==> src/rtl/pwd_pkg.sv <==
// Shared types and constants for the password serializer and unlock FSM.
// Holds the code width, the serializer state encoding and counter sizing.
package pwd_pkg;

    localparam int PWD_WIDTH = 4;

    typedef enum logic [1:0] {
        IDLE,
        SEND,
        GAP,
        DONE
    } ser_state_t;

    // Counters are loaded with (cycles - 1), so the widest load value
    // is max(gap, timeout) - 1.
    function automatic int ser_cnt_width(input int gap, input int tmo);
        int m;
        m = (gap > tmo) ? gap : tmo;
        return (m < 2) ? 1 : $clog2(m);
    endfunction

endpackage

==> src/rtl/pwd_serializer_cycle_counter.sv <==
// Loadable down-counter with a zero flag.
// Decrement saturates at zero so the count never wraps.
module cycle_counter
    import pwd_pkg::*;
#(
    parameter int CW = 4
) (
    input  logic          clk,
    input  logic          reset,
    input  logic          i_load,
    input  logic [CW-1:0] i_load_val,
    input  logic          i_dec,
    output logic          o_zero
);

    logic [CW-1:0] r_count;

    // Load has priority over decrement; hold at zero once reached.
    always_ff @(posedge clk) begin
        if (reset) begin
            r_count <= '0;
        end else if (i_load) begin
            r_count <= i_load_val;
        end else if (i_dec && (r_count != '0)) begin
            r_count <= r_count - CW'(1);
        end
    end

    assign o_zero = (r_count == '0);

endmodule

==> src/rtl/pwd_serializer.sv <==
// Parallel-to-serial feeder for the unlock FSM, MSB first.
// Optional idle gap between bits and a stall timeout that drops the frame.
module pwd_serializer
    import pwd_pkg::*;
#(
    parameter int WIDTH          = PWD_WIDTH,
    parameter int GAP_CYCLES     = 1,
    parameter int TIMEOUT_CYCLES = 16
) (
    input  logic             clk,
    input  logic             reset,
    input  logic [WIDTH-1:0] code_data,
    input  logic             code_valid,
    output logic             code_ready,
    output logic             serial_data,
    output logic             serial_valid,
    input  logic             serial_ready,
    output logic             busy,
    output logic             done,
    output logic             timeout_err
);

    localparam int CW = ser_cnt_width(GAP_CYCLES, TIMEOUT_CYCLES);
    localparam int BW = $clog2(WIDTH + 1);

    localparam logic [CW-1:0] GAP_LOAD =
        (GAP_CYCLES > 0) ? CW'(GAP_CYCLES - 1) : '0;
    localparam logic [CW-1:0] TO_LOAD =
        (TIMEOUT_CYCLES > 0) ? CW'(TIMEOUT_CYCLES - 1) : '0;
    localparam logic [BW-1:0] BIT_LOAD = BW'(WIDTH - 1);

    ser_state_t       r_state;
    logic [WIDTH-1:0] r_shift;
    logic [BW-1:0]    r_bits_left;
    logic             r_code_ready;
    logic             r_serial_data;
    logic             r_serial_valid;
    logic             r_busy;
    logic             r_done;
    logic             r_timeout_err;

    logic [WIDTH-1:0] w_shift_next;
    logic             w_accept;
    logic             w_stall;
    logic             w_gap_load;
    logic             w_gap_dec;
    logic             w_gap_zero;
    logic             w_stall_load;
    logic             w_stall_zero;
    logic             w_timeout;

    assign w_shift_next = r_shift << 1;
    assign w_accept     = (r_state == SEND) && r_serial_valid && serial_ready;
    assign w_stall      = (r_state == SEND) && !serial_ready;

    // Gap counter is armed on every non-final acceptance.
    assign w_gap_load = w_accept && (r_bits_left != '0);
    assign w_gap_dec  = (r_state == GAP);

    // Stall counter rearms outside SEND and on every acceptance.
    assign w_stall_load = (r_state != SEND) || w_accept;
    assign w_timeout    = (TIMEOUT_CYCLES > 0) && w_stall && w_stall_zero;

    cycle_counter #(
        .CW (CW)
    ) u_gap_cnt (
        .clk        (clk),
        .reset      (reset),
        .i_load     (w_gap_load),
        .i_load_val (GAP_LOAD),
        .i_dec      (w_gap_dec),
        .o_zero     (w_gap_zero)
    );

    cycle_counter #(
        .CW (CW)
    ) u_stall_cnt (
        .clk        (clk),
        .reset      (reset),
        .i_load     (w_stall_load),
        .i_load_val (TO_LOAD),
        .i_dec      (w_stall),
        .o_zero     (w_stall_zero)
    );

    // Frame FSM with all handshake and status outputs registered.
    always_ff @(posedge clk) begin
        if (reset) begin
            r_state        <= IDLE;
            r_shift        <= '0;
            r_bits_left    <= '0;
            r_code_ready   <= 1'b0;
            r_serial_data  <= 1'b0;
            r_serial_valid <= 1'b0;
            r_busy         <= 1'b0;
            r_done         <= 1'b0;
            r_timeout_err  <= 1'b0;
        end else begin
            r_done        <= 1'b0;
            r_timeout_err <= 1'b0;
            unique case (r_state)
                IDLE: begin
                    if (code_valid && r_code_ready) begin
                        r_shift        <= code_data;
                        r_bits_left    <= BIT_LOAD;
                        r_serial_data  <= code_data[WIDTH-1];
                        r_serial_valid <= 1'b1;
                        r_code_ready   <= 1'b0;
                        r_busy         <= 1'b1;
                        r_state        <= SEND;
                    end else begin
                        r_code_ready <= 1'b1;
                    end
                end
                SEND: begin
                    if (w_accept) begin
                        if (r_bits_left == '0) begin
                            r_serial_valid <= 1'b0;
                            r_busy         <= 1'b0;
                            r_done         <= 1'b1;
                            r_state        <= DONE;
                        end else begin
                            r_shift     <= w_shift_next;
                            r_bits_left <= r_bits_left - BW'(1);
                            if (GAP_CYCLES > 0) begin
                                r_serial_valid <= 1'b0;
                                r_state        <= GAP;
                            end else begin
                                r_serial_data <= w_shift_next[WIDTH-1];
                            end
                        end
                    end else if (w_timeout) begin
                        r_serial_valid <= 1'b0;
                        r_busy         <= 1'b0;
                        r_timeout_err  <= 1'b1;
                        r_code_ready   <= 1'b1;
                        r_state        <= IDLE;
                    end
                end
                GAP: begin
                    if (w_gap_zero) begin
                        r_serial_data  <= r_shift[WIDTH-1];
                        r_serial_valid <= 1'b1;
                        r_state        <= SEND;
                    end
                end
                DONE: begin
                    r_code_ready <= 1'b1;
                    r_state      <= IDLE;
                end
                default: begin
                    r_state <= IDLE;
                end
            endcase
        end
    end

    assign code_ready   = r_code_ready;
    assign serial_data  = r_serial_data;
    assign serial_valid = r_serial_valid;
    assign busy         = r_busy;
    assign done         = r_done;
    assign timeout_err  = r_timeout_err;

endmodule

==> config.mk <==
export PLATFORM = sky130hd
export DESIGN_NAME = pwd_serializer
export DESIGN_NICKNAME = d
export VERILOG_FILES = /design/src/rtl/pwd_pkg.sv /design/src/rtl/pwd_serializer_cycle_counter.sv /design/src/rtl/pwd_serializer.sv
export SDC_FILE = /design/constraint.sdc
export NUM_CORES = 1
export LEC_CHECK = 0
export ABC_AREA = 1
export CORE_UTILIZATION = 48
export CTS_CLUSTER_DIAMETER = 80
export DETAILED_ROUTE_END_ITERATION = 10
export GPL_TIMING_DRIVEN = 1
export PLACE_DENSITY = 0.81
export SYNTH_ARGS = -nofsm -noshare
export SYNTH_HDL_FRONTEND = slang
export SYNTH_SLANG_ARGS = --single-unit
==> constraint.sdc <==
create_clock -name clk -period 1.4 [get_ports clk]
set_clock_uncertainty 0.2 [all_clocks]
set_input_delay 0.42 -clock clk [delete_from_list [all_inputs] [get_ports clk]]
set_output_delay 0.42 -clock clk [all_outputs]
set_load 0.1 [all_outputs]
**Local utilization**

Drawn at 8 px/um. The die is cut into 10 by 10 equal tiles; black is low, pale yellow is high, 0 to 100% covered.
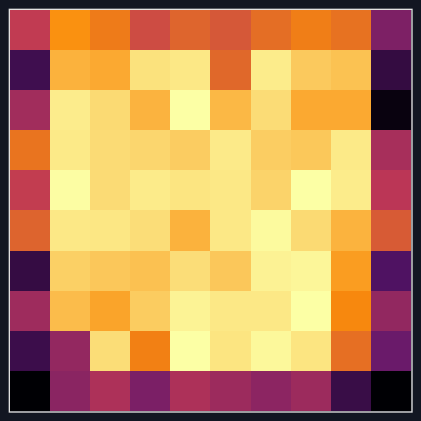
densest ninth of the die = centre
mean over tiles = 72%
nearly empty tiles = 2.0%

**Clock nets**

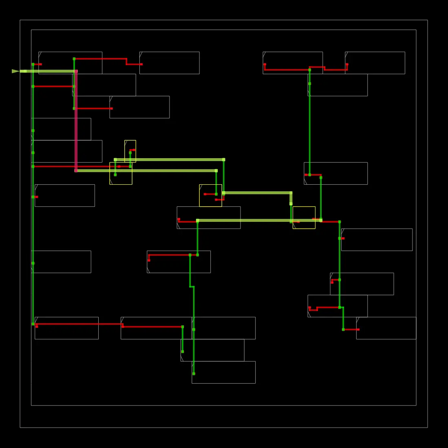
clk latency late pin: 0.32 ns
seq_cells: 23
clock buffers: 4
clk pwr: 316 uW
clock sink count: 23

==> results_dict.tcl <==
# metrics dict for downstream scripts
set metrics [dict create \
    postRouteAntennaNets 0 \
    core_um2 2190 \
    final_area_um2 1850 \
    setup_ws_ns -0.192 \
    yosys.area.top_type "dfxtp_1" \
    slew_violations 0 \
    status "finished, violations left" \
    synth_top_area_share 0.413 \
    diodes 0 \
    num_vias 1316 \
    dr.pass1.iters 4 \
    failed_checks "negative setup slack" \
    power_uw 2630 \
    crit_required_ns 1.46 \
    slew_headroom 0.847 \
    edf_count 0 \
    fp-utilization 0.508 \
    setup_viol_count_final 24 \
    fmax_ghz 0.628 \
    ios 14 \
    synth_warnings 0 \
    final_nets 223 \
    critPathSlowestCell "dfxtp_2" \
    cts_tree "built" \
    synth.distinct_cells 20 \
    grt_pass1_vias 1206 \
    clkTransAtPathRegs_ns 0.13 \
    core.rowCount 17 \
]
**Power grid**

Drawn at 8 px/um. Pins as bars on the die edge.
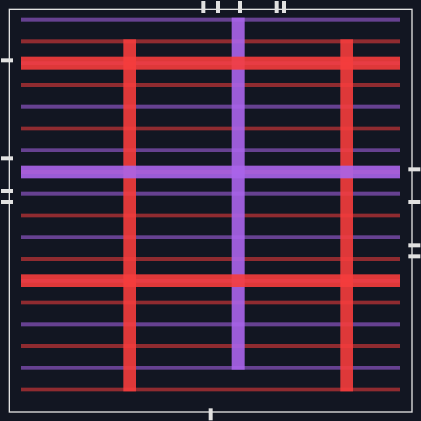
VSS -> red
VDD -> purple
met5 straps = 3
met1 rails = 18
rows = 17

[what timing repair did]
action	4_1_cts	5_1_grt
resized	32	40
setup buffers	3	6
gates cloned	0	0
setup endpoints to repair	28	28
pin swaps	11	14
[flip-flops by register name, indices dropped and copies added (netlist names)]
| register | cells |
|---|---|
| r_shift | 4 |
| u_gap_cnt.r_count | 4 |
| u_stall_cnt.r_count | 4 |
| r_bits_left | 3 |
| r_state | 2 |
| busy | 1 |
| code_ready | 1 |
| done | 1 |
| serial_data | 1 |
| serial_valid | 1 |
| timeout_err | 1 |
[cell type report]
| cell class | instances | area [um^2] |
|---|---|---|
| tap | 28 | 35.0 |
| multi-input combinational | 106 | 729 |
| clock buffer | 4 | 26.3 |
| inverter | 31 | 129 |
| timing repair buffer | 46 | 447 |
| fill | 117 | 340 |
| sequential | 23 | 484 |
[worst paths after layout]
| path | startpoint | endpoint | cells after the start |
|---|---|---|---|
| worst max-delay path | u_gap_cnt.r_count[0] | serial_valid | 7 |
| worst min register to register | r_shift[0] | r_shift[0] | 2 |
| worst max register to register | u_gap_cnt.r_count[0] | serial_valid | 7 |
| worst min-delay path | r_shift[0] | r_shift[0] | 2 |
[power by group]
part	total (uW)	switching [uW]	internal (uW)
logic	1440	858	582
registers	874	96.1	778
clock network	316	204	112
[routing by layer]
layer / GRT usage / vias up / share of wire
li1: - / 613 / -
met1: 0.318 / 606 / 0.40
met2: 0.471 / 74 / 0.52
met3: 0.0667 / 23 / 0.051
met4: 0.110 / 0 / 0.035
met5: 0 / - / 0
[kinds of logic after synthesis]
logic type,count (synthesis),share of synthesized area
AND-OR/OR-AND,35,0.164
XOR/XNOR,1,0.00787
AND/OR/NAND/NOR,66,0.262
flip-flops,23,0.413
buffers and inverters,32,0.108
adder cells (fa/ha/maj),4,0.0449
No activity file was given, so power comes from the tool's default toggle rates.
